**Routing congestion map**

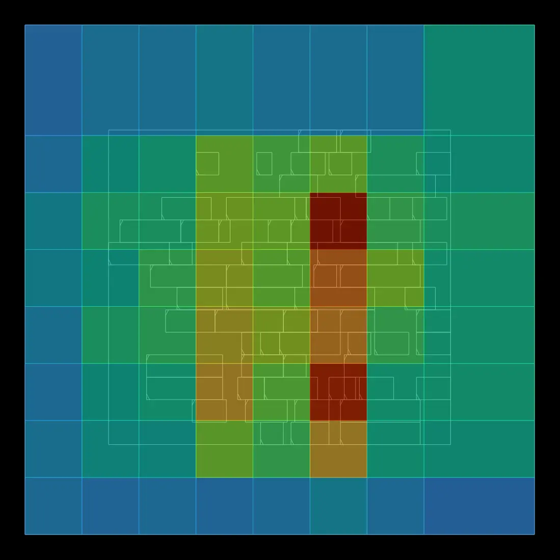
**Wiring by layer**

Bar = 20 µm.
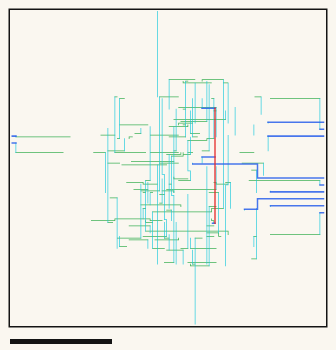
==> config.mk <==
export PLATFORM = sky130hd
export DESIGN_NAME = modulo_disp
export DESIGN_NICKNAME = d
export VERILOG_FILES = /design/src/rtl/modulo_disp.sv
export SDC_FILE = /design/constraint.sdc
export NUM_CORES = 1
export LEC_CHECK = 0
export CAP_MARGIN = 20
export CORE_MARGIN = 10
export CORE_UTILIZATION = 25
export CTS_CLUSTER_SIZE = 24
export DETAILED_ROUTE_END_ITERATION = 6
export PLACE_DENSITY = 0.52
export RECOVER_POWER = 100
export SYNTH_ARGS = -nofsm -noshare
export SYNTH_HDL_FRONTEND = slang
export SYNTH_SLANG_ARGS = --single-unit
==> constraint.sdc <==
create_clock -name CLK -period 0.9 [get_ports CLK]
set_clock_uncertainty 0.2 [all_clocks]
set_input_delay 0.225 -clock CLK [delete_from_list [all_inputs] [get_ports CLK]]
set_output_delay 0.225 -clock CLK [all_outputs]
set_load 0.02 [all_outputs]
==> out/summary.rpt <==
RUN STATUS
--------------------------------------------------------------------------------
Result of the run                                                   finished with violations
Violations in the final reports                                     setup timing

FINAL TIMING
--------------------------------------------------------------------------------
Achievable Freq                                                        0.765 GHz
Final Cycle Share                                                           1.45
Unrepaired setup endpoints after global routing                              yes
Max_slew headroom                                                          0.806
Slew @ Worst Pin                                                        0.290 ns
Count of final max-slew check failures                                         0
Final critical path time including I/O delays and setup                  1.31 ns
Final critical-path setup slack                                        -0.408 ns
Hold Violations, Final                                                         0
Minimum hold slack                                                      0.135 ns
Total setup violations reported at the end of the flow                        14
Total negative setup slack                                              -3.97 ns

DIE
--------------------------------------------------------------------------------
I/O pins                                                                      13
Initial cell density of the core                                           0.275
Number of standard-cell rows in the floorplan                                 14
Die x size                                                               61.7 µm
Die boundary height                                                      61.7 µm
Total die area                                                          3800 µm²
Core area                                                               1580 µm²

GLOBAL ROUTING
--------------------------------------------------------------------------------
Global route overflow                                                          0
Global-route wire length before repair                                   1.68 mm
Total routing usage reported by global routing                            0.0590
Number of antenna violations at the first check in global routing              0
Vias in the first global route                                               411
Largest net degree at the start of global routing                              8

WORST SETUP PATH
--------------------------------------------------------------------------------
Data required, critical path                                             0.47 ns
Buffers & Inverters on Critical Path                                           1
Largest delay contributor family on the critical path                 flip-flops
Slowest stage cell on the critical path                                  dfstp_2
Type of the setup path with the least slack                         flop to primary output
Critical path fanouts, max                                                     1
Critical Path End Type                                              primary output
Startpoint kind of the worst setup timing path                              flop
Largest stage delay, worst path                                          0.52 ns
Sequence of cells on the critical path                                     buf_6
Worst path arrival time                                                  0.88 ns

SYNTHESIS
--------------------------------------------------------------------------------
YS warnings                                                                    0
Synthesized registers                                                          7
Post-Syn Area                                                            434 µm²
Yosys-reported design area after synthesis                               434 µm²
Synth Seq Share                                                            0.424
Post-Synthesis Cells                                                          33
Average cell area after synthesis                                       13.2 µm²
Top area cell types                                                 dfstp_2 42%, mux4_2 16%, ha_1 14%, mux2i_1 4.6%, inv_1 3.5%
Yosys Instances                                                               33
Area share of the leading cell type in the synthesized netlist             0.424
Cell taking the most area after synthesis                                dfstp_2
Unique cell type count in the Yosys netlist                                   15

FINISH
--------------------------------------------------------------------------------
Post-layout instance area                                                903 µm²
Max FFs per register                                                           7
Layout Utilization                                                         0.573
Growth of design area from synthesis to finish                              108%
Layout cells sized above 1                                                 0.891
Diode count                                                                    0
Final Instance Count excl. Fillers                                            80
Top library cells by usage in the layout, fill and taps aside       14 x buf_6, 7 x dfstp_2, 7 x buf_4
Final Net Count                                                               76

PWR
--------------------------------------------------------------------------------
Fraction of power spent switching nets                                     0.272
Sequential power share                                                     0.361
Worst ir drop on vdd                                                  0.000395 V
Switching Power                                                         0.288 mW
Power share of the combinational group                                     0.371
Clock power share                                                          0.268
P per Cell Area                                                      1170 nW/µm²
Overall power consumption                                                1.06 mW
Leak pwr                                                                0.397 nW
Internal power summed over all cells                                    0.771 mW

PLACEMENT
--------------------------------------------------------------------------------
Port Buffers                                                                  12
Placement-stage worst setup slack                                       -1.02 ns
Area of placed instances                                                 718 µm²
Half-perimeter wire length after detailed placement                       730 µm
GP Congestion                                                              0.675
Placed Cells                                                                  71

CLOCK TREE
--------------------------------------------------------------------------------
CTS Hold Buffers Added                                                         0
Num Clock Sinks                                                                7
Clock-pin slew on the worst setup and hold paths                         0.05 ns
Num CTS Buffers                                                                3
Clock tree from TritonCTS                                                    yes
H-tree depth                                                                   1
Largest buffer count on any clock path                                         2

WORST HOLD PATH
--------------------------------------------------------------------------------
Number of cells traversed by the worst hold path                               4
Type of the most critical hold path                                 primary input to flop

DETAILED ROUTING
--------------------------------------------------------------------------------
Post-DR vias/cell                                                           4.55
Number of remaining DRC errors                                                 0
Number of iterations in the first detailed-routing pass                        1
DRC marker count from the first detailed-route iteration                       0

JOB
--------------------------------------------------------------------------------
Max-cap check violation count                                                  0
OpenROAD warning count                                                        33

Back to the opening pictures, 'routing congestion map':
routed len/inst: 12.7 µm
met3 usage: 0.0144
met2 Usage GRT: 0.120
GRT busiest layer: met2
met1 GRT Util: 0.0480

Back to the opening pictures, 'wiring by layer':
[cyan] met2 | wire length: 541 µm
[green] met1 | wire length: 352 µm
[blue] met3 | wire length: 96.8 µm
[red] met4 | wire length: 22.4 µm
DR vias: 364
Detailed Route WL: 1.01 mm

[per-layer routing]
metal / vias to the layer above / wire length [µm] / part of all wire / track usage
met3: 3 / 96 / 0.095 / 0.0144
met5: - / 0 / 0 / 0
met2: 14 / 541 / 0.53 / 0.120
met1: 173 / 351 / 0.35 / 0.0480
li1: 174 / - / - / -
met4: 0 / 22 / 0.022 / 0.0382
[power groups by stage]
stage / registers [mW] / logic, mW / clock network (mW)
floorplan: 0.425 / 0.117 / 0
finish: 0.382 / 0.393 / 0.284
CTS: 0.383 / 0.360 / 0.286
global placement: 0.379 / 0.307 / 0
global route: 0.387 / 0.418 / 0.300
detailed placement: 0.380 / 0.309 / 0
[synthesized netlist by cell type]
library cell	instances
a211oi_1	1
a31o_2	1
and2b_2	1
buf_2	1
buf_6	1
dfstp_2	7
ha_1	5
inv_1	4
inv_4	1
mux2i_1	2
mux4_2	3
nand2_1	1
nand2b_1	2
nor3b_1	2
o22ai_1	1
[cell families (layout without fill, tap and decap cells)]
| family | after synthesis | count (layout) | share of synthesized area |
|---|---|---|---|
| fa+ha+maj | 5 | 5 | 0.144 |
| buf+inv | 7 | 38 | 0.0864 |
| flops | 7 | 7 | 0.424 |
| compound gates | 3 | 3 | 0.0519 |
| simple gates | 6 | 6 | 0.0922 |
| mux | 5 | 5 | 0.202 |
[what timing repair did]
| action | CTS | global route |
|---|---|---|
| setup buffers | 3 | 4 |
| gates resized | 70 | 17 |
| pin swaps | 5 | 3 |
| cloned | 1 | 0 |
| setup endpoints to repair | 14 | 14 |
[layout make-up]
class	count	area, µm²
sequential	7	184
inverter	5	46.3
multi-input combinational	19	307
fill	127	673
tap	16	20.0
timing repair buffer	29	320
clock buffer	4	26.3
Power and IR drop assume default switching activity.
